<file path="src/rtl/ecc_err_pkg.sv">
`timescale 1ns/1ps
`default_nettype none
// ---------------------------------------------------------------------------
// | Module   : ecc_err_pkg                                                  |
// | Purpose  : Shared constants for the AXI ECC error monitor               |
// | Revision : 1.0  initial release                                         |
// ---------------------------------------------------------------------------
package ecc_err_pkg;

  // Bit positions inside the decoder error flag vector
  localparam int ERR_SINGLE = 0;
  localparam int ERR_DOUBLE = 1;

  // AXI response encodings
  localparam logic [1:0] RESP_OKAY   = 2'b00;
  localparam logic [1:0] RESP_EXOKAY = 2'b01;
  localparam logic [1:0] RESP_SLVERR = 2'b10;
  localparam logic [1:0] RESP_DECERR = 2'b11;

  // True for responses that report success and may be overridden by an error
  function automatic logic resp_is_ok(input logic [1:0] resp);
    return (resp == RESP_OKAY) || (resp == RESP_EXOKAY);
  endfunction

endpackage
`default_nettype wire

</file>
<file path="src/rtl/fifo_v3.sv">
`timescale 1ns/1ps
`default_nettype none
// ---------------------------------------------------------------------------
// | Module   : fifo_v3                                                      |
// | Purpose  : Synchronous FIFO, common_cells compatible port list          |
// | Revision : 1.0  initial release                                         |
// ---------------------------------------------------------------------------
module fifo_v3 #(
  parameter bit          FALL_THROUGH = 1'b0,
  parameter int unsigned DATA_WIDTH   = 32,
  parameter int unsigned DEPTH        = 8,
  parameter int unsigned ADDR_DEPTH   = (DEPTH > 1) ? $clog2(DEPTH) : 1
) (
  input  logic                  clk_i,
  input  logic                  rst_ni,
  input  logic                  flush_i,
  input  logic                  testmode_i,
  output logic                  full_o,
  output logic                  empty_o,
  output logic [ADDR_DEPTH-1:0] usage_o,
  input  logic [DATA_WIDTH-1:0] data_i,
  input  logic                  push_i,
  output logic [DATA_WIDTH-1:0] data_o,
  input  logic                  pop_i
);

  localparam logic [ADDR_DEPTH-1:0] C_LAST_PTR = ADDR_DEPTH'(DEPTH - 1);
  localparam logic [ADDR_DEPTH:0]   C_DEPTH    = (ADDR_DEPTH + 1)'(DEPTH);

  logic [DATA_WIDTH-1:0] r_mem [DEPTH];
  logic [ADDR_DEPTH-1:0] r_wr_ptr;
  logic [ADDR_DEPTH-1:0] r_rd_ptr;
  logic [ADDR_DEPTH:0]   r_cnt;
  logic                  w_write;
  logic                  w_read;
  logic                  w_bypass;
  logic                  unused_testmode;

  // Test mode has no effect in this implementation (no clock gating inside)
  assign unused_testmode = testmode_i;

  assign full_o   = (r_cnt == C_DEPTH);
  assign empty_o  = (r_cnt == '0) && !(FALL_THROUGH && push_i);
  assign usage_o  = r_cnt[ADDR_DEPTH-1:0];
  assign w_write  = push_i && !full_o;
  assign w_read   = pop_i && !empty_o;
  assign w_bypass = FALL_THROUGH && (r_cnt == '0) && w_write && w_read;

  // Head of queue, or the incoming word when falling through an empty FIFO
  always_comb begin
    data_o = r_mem[r_rd_ptr];
    if (FALL_THROUGH && (r_cnt == '0)) begin
      data_o = data_i;
    end
  end

  // Storage array; contents are don't-care until written
  always_ff @(posedge clk_i) begin
    if (w_write && !w_bypass) begin
      r_mem[r_wr_ptr] <= data_i;
    end
  end

  // Pointer and occupancy bookkeeping
  always_ff @(posedge clk_i or negedge rst_ni) begin
    if (!rst_ni) begin
      r_wr_ptr <= '0;
      r_rd_ptr <= '0;
      r_cnt    <= '0;
    end else if (flush_i) begin
      r_wr_ptr <= '0;
      r_rd_ptr <= '0;
      r_cnt    <= '0;
    end else if (!w_bypass) begin
      if (w_write) begin
        r_wr_ptr <= (r_wr_ptr == C_LAST_PTR) ? '0 : r_wr_ptr + 1'b1;
      end
      if (w_read) begin
        r_rd_ptr <= (r_rd_ptr == C_LAST_PTR) ? '0 : r_rd_ptr + 1'b1;
      end
      if (w_write && !w_read) begin
        r_cnt <= r_cnt + 1'b1;
      end else if (w_read && !w_write) begin
        r_cnt <= r_cnt - 1'b1;
      end
    end
  end

endmodule
`default_nettype wire

</file>
<file path="src/rtl/axi_ecc_err_monitor.sv">
`timescale 1ns/1ps
`default_nettype none
// ---------------------------------------------------------------------------
// | Module   : axi_ecc_err_monitor                                          |
// | Purpose  : Counts SECDED errors on the W stream, captures the first     |
// |            error and forces SLVERR on bursts with uncorrectable beats   |
// | Revision : 1.0  initial release                                         |
// ---------------------------------------------------------------------------
module axi_ecc_err_monitor
  import ecc_err_pkg::*;
#(
  parameter int unsigned NB_ECC_BITS     = 7,
  parameter int unsigned MAX_OUTSTANDING = 4,
  parameter int unsigned CNT_WIDTH       = 16
) (
  input  logic                   clk_i,
  input  logic                   rst_i,
  input  logic                   clear_i,
  input  logic [1:0]             err_i,
  input  logic [NB_ECC_BITS-1:0] syndrome_i,
  input  logic                   w_valid_i,
  output logic                   w_ready_o,
  input  logic                   w_last_i,
  output logic                   w_valid_o,
  input  logic                   w_ready_i,
  input  logic                   b_valid_i,
  output logic                   b_ready_o,
  input  logic [1:0]             b_resp_i,
  output logic                   b_valid_o,
  input  logic                   b_ready_i,
  output logic [1:0]             b_resp_o,
  output logic [CNT_WIDTH-1:0]   corr_cnt_o,
  output logic [CNT_WIDTH-1:0]   uncorr_cnt_o,
  output logic                   first_err_valid_o,
  output logic [1:0]             first_err_type_o,
  output logic [NB_ECC_BITS-1:0] first_syndrome_o
);

  localparam int unsigned C_ADDR_DEPTH = (MAX_OUTSTANDING > 1) ? $clog2(MAX_OUTSTANDING) : 1;

  logic                    w_full;
  logic                    w_empty;
  logic                    w_head_flag;
  logic                    w_stall;
  logic                    w_beat;
  logic                    w_push;
  logic                    w_pop;
  logic                    w_err_any;
  logic [C_ADDR_DEPTH-1:0] unused_usage;
  logic                    r_sticky;
  logic [CNT_WIDTH-1:0]    r_corr_cnt;
  logic [CNT_WIDTH-1:0]    r_uncorr_cnt;
  logic                    r_first_valid;
  logic [1:0]              r_first_type;
  logic [NB_ECC_BITS-1:0]  r_first_syndrome;

  // Only a last beat needs a free flag slot, so only last beats are held off
  assign w_stall   = w_full && w_last_i;
  assign w_valid_o = w_valid_i && !w_stall;
  assign w_ready_o = w_ready_i && !w_stall;
  assign w_beat    = w_valid_i && w_ready_o;
  assign w_push    = w_beat && w_last_i;
  assign w_err_any = |err_i;

  // A B response cannot be matched to a burst until its flag is queued
  assign b_valid_o = b_valid_i && !w_empty;
  assign b_ready_o = b_ready_i && !w_empty;
  assign w_pop     = b_valid_o && b_ready_i;
  assign b_resp_o  = (w_head_flag && resp_is_ok(b_resp_i)) ? RESP_SLVERR : b_resp_i;

  fifo_v3 #(
    .FALL_THROUGH (1'b0),
    .DATA_WIDTH   (1),
    .DEPTH        (MAX_OUTSTANDING)
  ) u_flag_fifo (
    .clk_i      (clk_i),
    .rst_ni     (!rst_i),
    .flush_i    (1'b0),
    .testmode_i (1'b0),
    .full_o     (w_full),
    .empty_o    (w_empty),
    .usage_o    (unused_usage),
    .data_i     (r_sticky || err_i[ERR_DOUBLE]),
    .push_i     (w_push),
    .data_o     (w_head_flag),
    .pop_i      (w_pop)
  );

  // Accumulate uncorrectable beats of the burst in progress
  always_ff @(posedge clk_i or posedge rst_i) begin
    if (rst_i) begin
      r_sticky <= 1'b0;
    end else if (w_beat) begin
      r_sticky <= w_last_i ? 1'b0 : (r_sticky || err_i[ERR_DOUBLE]);
    end
  end

  // Saturating error counters; a beat coinciding with clear counts as the first
  always_ff @(posedge clk_i or posedge rst_i) begin
    if (rst_i) begin
      r_corr_cnt   <= '0;
      r_uncorr_cnt <= '0;
    end else if (clear_i) begin
      r_corr_cnt   <= (w_beat && err_i[ERR_SINGLE]) ? CNT_WIDTH'(1) : '0;
      r_uncorr_cnt <= (w_beat && err_i[ERR_DOUBLE]) ? CNT_WIDTH'(1) : '0;
    end else begin
      if (w_beat && err_i[ERR_SINGLE] && (r_corr_cnt != '1)) begin
        r_corr_cnt <= r_corr_cnt + 1'b1;
      end
      if (w_beat && err_i[ERR_DOUBLE] && (r_uncorr_cnt != '1)) begin
        r_uncorr_cnt <= r_uncorr_cnt + 1'b1;
      end
    end
  end

  // Capture type and syndrome of the first erroneous beat since reset/clear
  always_ff @(posedge clk_i or posedge rst_i) begin
    if (rst_i) begin
      r_first_valid    <= 1'b0;
      r_first_type     <= '0;
      r_first_syndrome <= '0;
    end else if (clear_i) begin
      r_first_valid    <= w_beat && w_err_any;
      r_first_type     <= (w_beat && w_err_any) ? err_i : '0;
      r_first_syndrome <= (w_beat && w_err_any) ? syndrome_i : '0;
    end else if (w_beat && w_err_any && !r_first_valid) begin
      r_first_valid    <= 1'b1;
      r_first_type     <= err_i;
      r_first_syndrome <= syndrome_i;
    end
  end

  assign corr_cnt_o        = r_corr_cnt;
  assign uncorr_cnt_o      = r_uncorr_cnt;
  assign first_err_valid_o = r_first_valid;
  assign first_err_type_o  = r_first_type;
  assign first_syndrome_o  = r_first_syndrome;

endmodule
`default_nettype wire

</file>
<file path="config.mk">
export PLATFORM = sky130hd
export DESIGN_NAME = axi_ecc_err_monitor
export DESIGN_NICKNAME = d
export VERILOG_FILES = /design/src/rtl/ecc_err_pkg.sv /design/src/rtl/fifo_v3.sv /design/src/rtl/axi_ecc_err_monitor.sv
export SDC_FILE = /design/constraint.sdc
export NUM_CORES = 1
export LEC_CHECK = 0
export ABC_AREA = 1
export CAP_MARGIN = 0
export CORE_UTILIZATION = 51
export CTS_BUF_LIST = sky130_fd_sc_hd__clkbuf_4 sky130_fd_sc_hd__clkbuf_8 sky130_fd_sc_hd__clkbuf_16
export DETAILED_ROUTE_END_ITERATION = 10
export PLACE_DENSITY = 0.78
export SETUP_SLACK_MARGIN = 0.2
export SLEW_MARGIN = 20
export SYNTH_ARGS = -nofsm -noshare
export SYNTH_HDL_FRONTEND = slang
export SYNTH_SLANG_ARGS = --single-unit
</file>
<file path="constraint.sdc">
create_clock -name clk_i -period 2.4 [get_ports clk_i]
set_input_delay 0.48 -clock clk_i [delete_from_list [all_inputs] [get_ports clk_i]]
set_output_delay 0.48 -clock clk_i [all_outputs]
set_load 0.02 [all_outputs]
</file>
==> impl_metrics.tcl <==
# yosys + openroad results
set metrics [dict create \
    cts.htree.levels 2 \
    grt_pass1_wl_um 12700 \
    synth_cell_type_count 32 \
    drive_gt1_frac 0.0827 \
    ff2ff_setup_slack_ps 380 \
    dieHeight_um 80.9 \
    finalSetupViolCount 0 \
    power_density_mw_per_mm2 561 \
    crit_type "in2out" \
    path_clk_slew_ps 100 \
    status "completed" \
    cts_buffers 5 \
    r2r_end "u_flag_fifo.r_cnt[1]" \
    nNetsFinal 523 \
    setup_ws_ps 298 \
    slowest_delay_ps 500 \
    lay_top_count "nand2_1" \
    yosys_warnings 0 \
    setup_tns_ps 0 \
    stdcell_area_mm2 0.00410 \
    routedWlPerCell_um 13.0 \
    worstPathMaxFanout 5 \
    timing.rr.start "u_flag_fifo.r_cnt[0]" \
    drv_slew 0 \
    ff_type "dfrtp_1" \
    max_slew.worst_pin.slew_ps 411 \
    syn_area_mm2 0.00318 \
    warnings 29 \
    grt_max_degree 51 \
    synth-seq-cells 54 \
    hold_path_depth 2 \
    rr_worst_depth 10 \
    first_pass_iters 5 \
    clk_path_buf_depth 2 \
    peakVddDrop_mv 0.336 \
    fmax_ghz 0.476 \
    lay_top_cells "nand2_1 (160), clkdlybuf4s50_1 (60), dfrtp_1 (50), nor2_1 (44), inv_1 (31)" \
    hold_end "first_syndrome_o[5]" \
    antenna-diode-count 0 \
    die_area_mm2 0.00655 \
    hpwl_um 5550 \
    hold_class "reg2reg" \
    drt_iter0_markers 113 \
    grt_pass1_vias 2759 \
    vias 3000 \
    maxSlewHeadroom 0.725 \
    edf_count 4 \
    postCtsSetupRepairBufs 0 \
    end_kind "output pin" \
    place_congestion 0.871 \
    fp-utilization 0.533 \
    yosys_area_mm2 0.00318 \
    syn_nets 446 \
    post-place-ws_ps -9.29 \
    total_power_mw 2.30 \
    yosys.area.top_type_share 0.394 \
    critPathRequiredTime_ps 1920 \
    post_drt_via_cell_ratio 5.25 \
    leakage_nw 1.97 \
    slowest_stage "clkdlybuf4s50_1" \
    antenna_found_initial 0 \
    placed_area_mm2 0.00398 \
]
[area by class of cell]
| type | count | area [um2] | area share |
|---|---|---|---|
| clock buffers | 5 | 68.8 | 0.0168 |
| flip-flops and latches | 54 | 1370 | 0.334 |
| clock inverters | 3 | 47.5 | 0.0116 |
| repair buffers | 78 | 759 | 0.185 |
| inverters | 36 | 135 | 0.0329 |
| well taps | 75 | 93.8 | 0.0229 |
| multi-input cells | 320 | 1630 | 0.396 |
[repair_timing]
action / 4_1_cts / 5_1_grt
cloned: 0 / 0
gates resized: 5 / 3
hold buffers: 0 / 0
setup endpoints to repair: 5 / 2
[cell families (layout without fill, tap and decap cells)]
group / Yosys count / in the layout / synth area share
adders and majority gates: 9 / 9 / 0.0378
buffers and inverters: 44 / 122 / 0.0583
AOI/OAI and AO/OA: 19 / 19 / 0.0362
DFF: 54 / 54 / 0.432
muxes: 1 / 1 / 0.00354
xor gates and xnor gates: 16 / 16 / 0.0441
and+or+nand+nor: 275 / 275 / 0.388
[per-layer routing]
metal  part of all wire  GRT usage  vias up
met4              0.017     0.0750        0
li1                   -          -     1493
met3              0.057     0.0438       12
met1               0.44      0.317     1403
met2               0.48      0.434       92
met5                  0          0        -
[worst max path at each step]
stage                    startpoint                   end  slack, ps  cells past startpoint
3_3_place_gp               w_last_i  u_flag_fifo.r_cnt[1]         50                     10
4_1_cts                   b_ready_i             b_ready_o        230                      4
5_1_grt                    w_last_i  u_flag_fifo.r_cnt[1]        200                     10
3_5_place_dp               w_last_i  u_flag_fifo.r_cnt[1]         -9                     10
6_report                   w_last_i             w_valid_o        300                      6
2_1_floorplan  u_flag_fifo.r_cnt[0]  u_flag_fifo.r_cnt[1]        330                     10
[synth_stat cells (3+ instances only)]
cell type and n:
nor2_2 5, inv_2 3, dfrtp_1 50, nand4_1 26
a21oi_1 3, edfxtp_1 4, nand2_1 160, nor2_4 3
xnor2_1 3, o21bai_1 6, nand3_1 27, inv_1 32
ha_1 8, o21ai_0 7, nor2_1 44, xor2_1 13
buf_4 3
[report_power, final]
group | leakage (nW) | switching, mW | internal, mW
Combinational | 1.21 | 0.318 | 0.243
Clock | 0.0587 | 0.316 | 0.317
Sequential | 0.709 | 0.0956 | 1.01
Total | 1.97 | 0.729 | 1.57
[critical path, delay by kind of cell]
kind / cells / cell delay, ps
and+or+nand+nor: 2 / 140
buffers and inverters: 4 / 1000
[state kept, by name, indices dropped and copies added, names as in the netlist]
register and flops:
uncorr_cnt_o 16, first_syndrome_o 7, first_err_valid_o 1, u_flag_fifo.r_mem 4, u_flag_fifo.r_rd_ptr 2, r_sticky 1, u_flag_fifo.r_wr_ptr 2, first_err_type_o 2
corr_cnt_o 16, u_flag_fifo.r_cnt 3
**A small window of the routed layout**

The bar under the picture is 10 um long. Window x 41 to 81, y 0 to 40 um. Cells in grey, sequential cells in the stronger grey; small squares are vias.
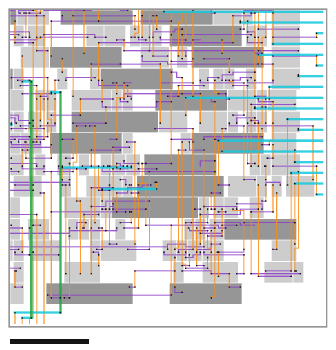
legend:
  met3:
    colour: cyan
  met2:
    colour: orange
  met1:
    colour: purple
  met4:
    colour: green
cells with their middle in the window: 115
netlist names of flops here include: first_syndrome_o (6), u_flag_fifo.r_mem (4), first_err_type_o (2)
most frequent: nand2_1 (35), clkdlybuf4s50_1 (18), inv_1 (15)
sequential cells in the window: 16

**M1 wires**

The bar under the picture is 20 um long. Supply wires on this layer in grey.
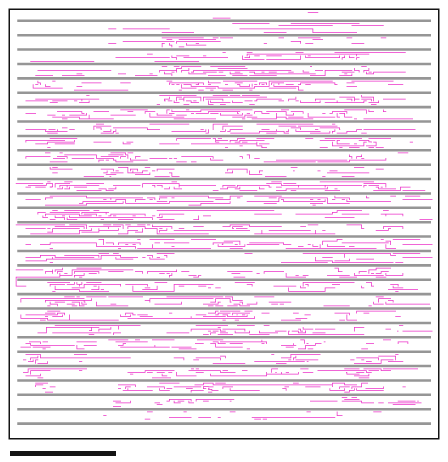
share of all routed wire: 44%
longest straight run: 23.9 um
nets with wire on the layer: 465

**Gate-type map**

The bar under the picture is 20 um long.
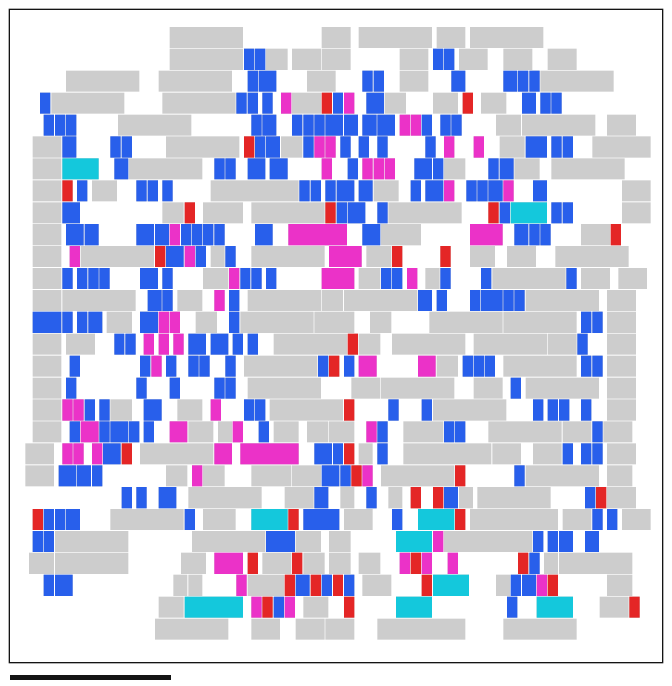
legend:
  adder and majority cells:
    colour: cyan
    cells: 9
    most_used: ha_1
  inverters:
    colour: red
    cells: 36
    most_used: inv_1
  NAND gates:
    colour: blue
    cells: 220
    most_used: nand2_1
    where: spread over the die
  NOR gates:
    colour: magenta
    cells: 55
    most_used: nor2_1

**Routing congestion map**

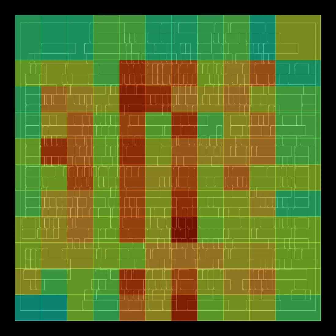
met1 Usage GRT: 0.317
met3 Use GR: 0.0438

Power and IR drop assume default switching activity.
